--- src/rtl/botones_antirrebote_if.sv ---
// Button/action bundle between the board push-buttons and the game FSM front end.
// The master side drives the raw buttons; the slave (conditioning stage) returns pulses and held levels.
interface botones_antirrebote_if;
  logic       button_down;
  logic       button_right;
  logic       button_bomba;
  logic       button_bandera;
  logic       pulse_down;
  logic       pulse_right;
  logic       pulse_bomba;
  logic       pulse_bandera;
  logic [3:0] held;

  modport master (
    output button_down,
    output button_right,
    output button_bomba,
    output button_bandera,
    input  pulse_down,
    input  pulse_right,
    input  pulse_bomba,
    input  pulse_bandera,
    input  held
  );

  modport slave (
    input  button_down,
    input  button_right,
    input  button_bomba,
    input  button_bandera,
    output pulse_down,
    output pulse_right,
    output pulse_bomba,
    output pulse_bandera,
    output held
  );
endinterface

--- src/rtl/botones_antirrebote.sv ---
// Synchronizes, debounces and one-shots four active-low buttons, then arbitrates so the
// game FSM sees at most one single-cycle action pulse per clock (down > right > bomba > bandera).
module botones_antirrebote #(
  parameter int DEBOUNCE_CYCLES = 500000,
  parameter int CNT_W           = 20
) (
  input  logic                  clk,
  input  logic                  rst,
  botones_antirrebote_if.slave  bus
);

  localparam logic [CNT_W-1:0] CNT_LAST = CNT_W'(DEBOUNCE_CYCLES - 1);

  logic [3:0]       raw;
  logic [3:0]       sync1;
  logic [3:0]       sync2;
  logic [3:0]       stable;
  logic [CNT_W-1:0] cnt [4];
  logic [3:0]       accept;
  logic [3:0]       press_evt;
  logic [3:0]       pending;
  logic [3:0]       grant;
  logic [3:0]       pulse;

  // Channel index order {bandera, bomba, right, down} also fixes arbitration priority.
  assign raw = {bus.button_bandera, bus.button_bomba, bus.button_right, bus.button_down};

  always_ff @(posedge clk or negedge rst) begin
    if (!rst) begin
      sync1 <= 4'hF;
      sync2 <= 4'hF;
    end else begin
      sync1 <= raw;
      sync2 <= sync1;
    end
  end

  always_comb begin
    accept    = '0;
    press_evt = '0;
    for (int i = 0; i < 4; i++) begin
      accept[i]    = (sync2[i] != stable[i]) && (cnt[i] == CNT_LAST);
      press_evt[i] = accept[i] && stable[i];
    end
  end

  // Any edge where the synchronized level agrees with the accepted one restarts the count.
  always_ff @(posedge clk or negedge rst) begin
    if (!rst) begin
      stable <= 4'hF;
      for (int i = 0; i < 4; i++) cnt[i] <= '0;
    end else begin
      for (int i = 0; i < 4; i++) begin
        if (sync2[i] == stable[i]) begin
          cnt[i] <= '0;
        end else if (accept[i]) begin
          stable[i] <= sync2[i];
          cnt[i]    <= '0;
        end else begin
          cnt[i] <= cnt[i] + 1'b1;
        end
      end
    end
  end

  // Isolates the lowest set pending bit.
  assign grant = pending & (~pending + 4'd1);

  // A fresh press on a channel being served re-arms it, so set wins over clear.
  always_ff @(posedge clk or negedge rst) begin
    if (!rst) begin
      pending <= '0;
      pulse   <= '0;
    end else begin
      pulse   <= grant;
      pending <= (pending & ~grant) | press_evt;
    end
  end

  assign bus.pulse_down    = pulse[0];
  assign bus.pulse_right   = pulse[1];
  assign bus.pulse_bomba   = pulse[2];
  assign bus.pulse_bandera = pulse[3];
  assign bus.held          = ~stable;

endmodule

--- src/flat_wrapper.sv ---
// flat-port wrapper written by rule: the top's interface ports become plain ports
module botones_antirrebote_flat 
#(
  parameter int DEBOUNCE_CYCLES = 500000,
  parameter int CNT_W           = 20
)
  (clk, rst, bus_button_down, bus_button_right, bus_button_bomba, bus_button_bandera, bus_pulse_down, bus_pulse_right, bus_pulse_bomba, bus_pulse_bandera, bus_held);
  botones_antirrebote_if bus_i ();
  input  logic clk;
  input  logic rst;
  input wire logic [$bits(bus_i.button_down)-1:0] bus_button_down;
  input wire logic [$bits(bus_i.button_right)-1:0] bus_button_right;
  input wire logic [$bits(bus_i.button_bomba)-1:0] bus_button_bomba;
  input wire logic [$bits(bus_i.button_bandera)-1:0] bus_button_bandera;
  output wire logic [$bits(bus_i.pulse_down)-1:0] bus_pulse_down;
  output wire logic [$bits(bus_i.pulse_right)-1:0] bus_pulse_right;
  output wire logic [$bits(bus_i.pulse_bomba)-1:0] bus_pulse_bomba;
  output wire logic [$bits(bus_i.pulse_bandera)-1:0] bus_pulse_bandera;
  output wire logic [$bits(bus_i.held)-1:0] bus_held;
  assign bus_i.button_down = bus_button_down;
  assign bus_i.button_right = bus_button_right;
  assign bus_i.button_bomba = bus_button_bomba;
  assign bus_i.button_bandera = bus_button_bandera;
  assign bus_pulse_down = bus_i.pulse_down;
  assign bus_pulse_right = bus_i.pulse_right;
  assign bus_pulse_bomba = bus_i.pulse_bomba;
  assign bus_pulse_bandera = bus_i.pulse_bandera;
  assign bus_held = bus_i.held;
  botones_antirrebote #(.DEBOUNCE_CYCLES(DEBOUNCE_CYCLES), .CNT_W(CNT_W)) u_core (.clk(clk), .rst(rst), .bus(bus_i));
endmodule
--- config.mk ---
export PLATFORM = sky130hd
export DESIGN_NAME = botones_antirrebote_flat
export DESIGN_NICKNAME = d
export VERILOG_FILES = /design/src/rtl/botones_antirrebote_if.sv /design/src/rtl/botones_antirrebote.sv /design/src/flat_wrapper.sv
export SDC_FILE = /design/constraint.sdc
export NUM_CORES = 1
export LEC_CHECK = 0
export ABC_AREA = 1
export CAP_MARGIN = 30
export CORE_MARGIN = 5
export CORE_UTILIZATION = 60
export DETAILED_ROUTE_END_ITERATION = 10
export PLACE_DENSITY = 0.82
export SLEW_MARGIN = 20
export SYNTH_ARGS = -nofsm -noshare
export SYNTH_HDL_FRONTEND = slang
export SYNTH_SLANG_ARGS = --single-unit
--- constraint.sdc ---
create_clock -name clk -period 3.7 [get_ports clk]
set_input_delay 0.74 -clock clk [delete_from_list [all_inputs] [get_ports clk]]
set_output_delay 0.74 -clock clk [all_outputs]
set_load 0.02 [all_outputs]
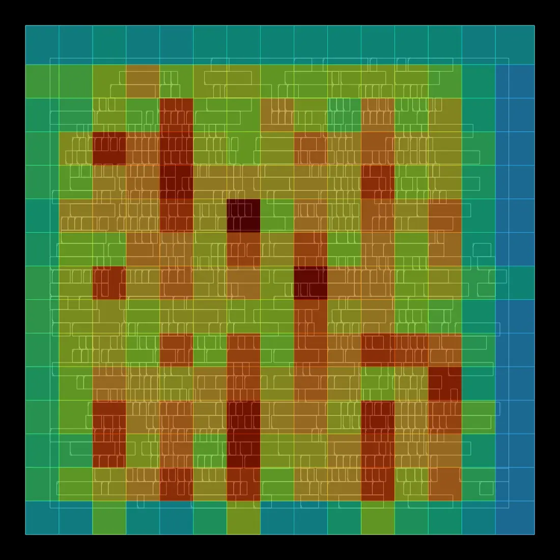
congestion_map.png
met2 GRT Util: 35.7%
wire per inst: 12.9 µm
met1 usage in global routing: 28.5%
Finished Core Util: 67.1%

==> out/metrics.cfg <==
[die]
die_w_um = 105
initCoreUtil_pct = 61.6
well_tap_count = 108
die_height_um = 105
coreArea_um2 = 8720
num_io_pins = 14
num_rows = 34

[synthesis]
logic_family = simple AND/OR/NAND/NOR gates
mux_share_pct = 0
yosysMostFrequentCell = nor2_1
yosys_area_um2 = 5370
ys_warn_count = 0
synth-simple-area-share_pct = 36.9
netlist_area_um2 = 5370
ys_async_sr_fraction_pct = 100
xor_share_pct = 5.87
synth_cells = 706
yosys.area.top_type = dfrtp_1
syn_avg_cell_area_um2 = 7.61
synth-main-ff-cell = dfrtp_1
edf_count = 0
adder_share_pct = 0.931
ys_cells = 706
synth_seq_share_pct = 46.8
area_leaders = dfrtp_1, nor2_1, nand2_1
top_area_share_pct = 41.0
fp_nets = 716
synth_cell_types = 30
aoi_share_pct = 2.03

[critical_path]
path_delay_family = buffers and inverters
critical_path_buf_inv_count = 2
cp_data_arrival_time_ns = 1.50
end_kind = primary output
reg2reg_depth = 7
path_cells = inv_2 > clkdlybuf4s50_1
cp.depth = 2
endpoint = bus_held[2]
cp_slowest_cell = dfstp_2
cp_max_fo = 3
reg2reg_to = u_core.cnt[17]
crit_type = flop to primary output
max_stage_delay_ns = 0.57
crit_path_start = u_core.stable[2]

[final_timing]
period_used_pct = 60.5
setup_viol = 0
tightest_slew_ns = 0.481
finalSetupTns_ns = 0
rsz0062_at_grt = false
layout_min_cycle_time_ns = 2.24
hold_viol = 0
postLayoutSetupSlackWorst_ns = 1.46
drv_slew = 0
relSlewSlack_pct = 67.7
fmax_mhz = 447

[global_route]
grt_use_met3_pct = 4.19
grtUsageTotal_pct = 21.4
grt.overflow.total = 0
grt_busiest_layer = met2
grt_first_pass_wirelength_um = 19800
antenna_found_initial = 0
grt_max_degree = 72

[detailed_routing]
wl_met3_um = 510
first_iter_violations = 275
num_vias = 4451
highest_layer = met4
routed_wl_um = 10800
ant_nets = 0
vias_per_cell = 5.30
wl_met1_um = 4870
wl_met2_um = 5280
drc = 0
first_pass_iters = 5

[cts]
cts_tree = built
cts_setup_buffers = 0
clock_latency_ns = 0.36
clockBufferDepth = 2
hold_buffers = 0
cts_resized = 0
root_buffer = clkbuf_8
clock_sinks = 100
htree_levels = 3
path_clk_slew_ns = 0.09

[final_layout]
final_nets = 737
area_delta_synth_final_pct = 8.94
fillers = 704
most-common-layout-cells = nor2_1, nand2_1, dfrtp_1, inv_1, nand3_1
sh_seq_area_pct = 43.0
buffers = 16
n_all_inverters = 99
comb_area_um2 = 2460
seqCellArea_um2 = 2520
drive_gt1_share_pct = 11.2
logic_gates = 501
clkbuf_count = 10
clk_share_pct = 3.27
diodes = 0
seq_cell_count = 100
largest_cell_class = registers

[placed_design]
post-dp-hpwl_um = 8000
pre_cts_ws_ns = 1.85
gp_congestion = 0.958

[power_and_ir_drop]
ir_worst_vdd_v = 0.000224
leakagePower_nw = 2.57

[job]
warning_count = 26
maxCapViolations = 0

[worst_hold_path]
min_path_type = primary input to asynchronous set/reset pin

[run_status]
status = completed

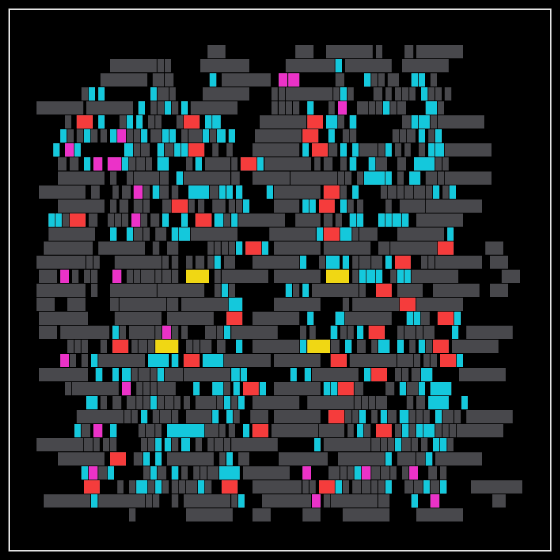
gates.png
legend:
  fa/ha/maj cells:
    color: yellow
    cells: 4
    where: center
  xor and xnor cells:
    color: red
    cells: 36
  aoi and oai cells:
    color: magenta
    cells: 21
  nor cells:
    color: cyan
    cells: 198
Comb area share: 42.0%
fin cells: 840
Top cell excl fill/tap: nor2_1

-- through the flow --
step / total power [mW] / cell area (µm²) / hold WS, ns
5_1_grt: 1.96 / 5850 / 0.274
2_1_floorplan: 1.17 / 5370 / 0.345
3_5_place_dp: 1.21 / 5630 / 0.349
4_1_cts: 1.90 / 5820 / 0.359
6_report: 1.88 / 5850 / 0.259
3_3_place_gp: 1.21 / 5630 / 0.346
-- report_power, final --
part / leakage, nW / internal, mW / switching, mW
clock: 0.0927 / 0.313 / 0.371
sequential: 1.35 / 1.11 / 0.0100
combinational: 1.13 / 0.0226 / 0.0521
total: 2.57 / 1.45 / 0.433
-- state kept, by name, summed over array words and instances, names as in the netlist --
register and count:
u_core.pulse 4, u_core.sync2 4, u_core.pending 4, u_core.sync1 4, u_core.stable 4, u_core.cnt 80
Power and IR drop assume default switching activity.
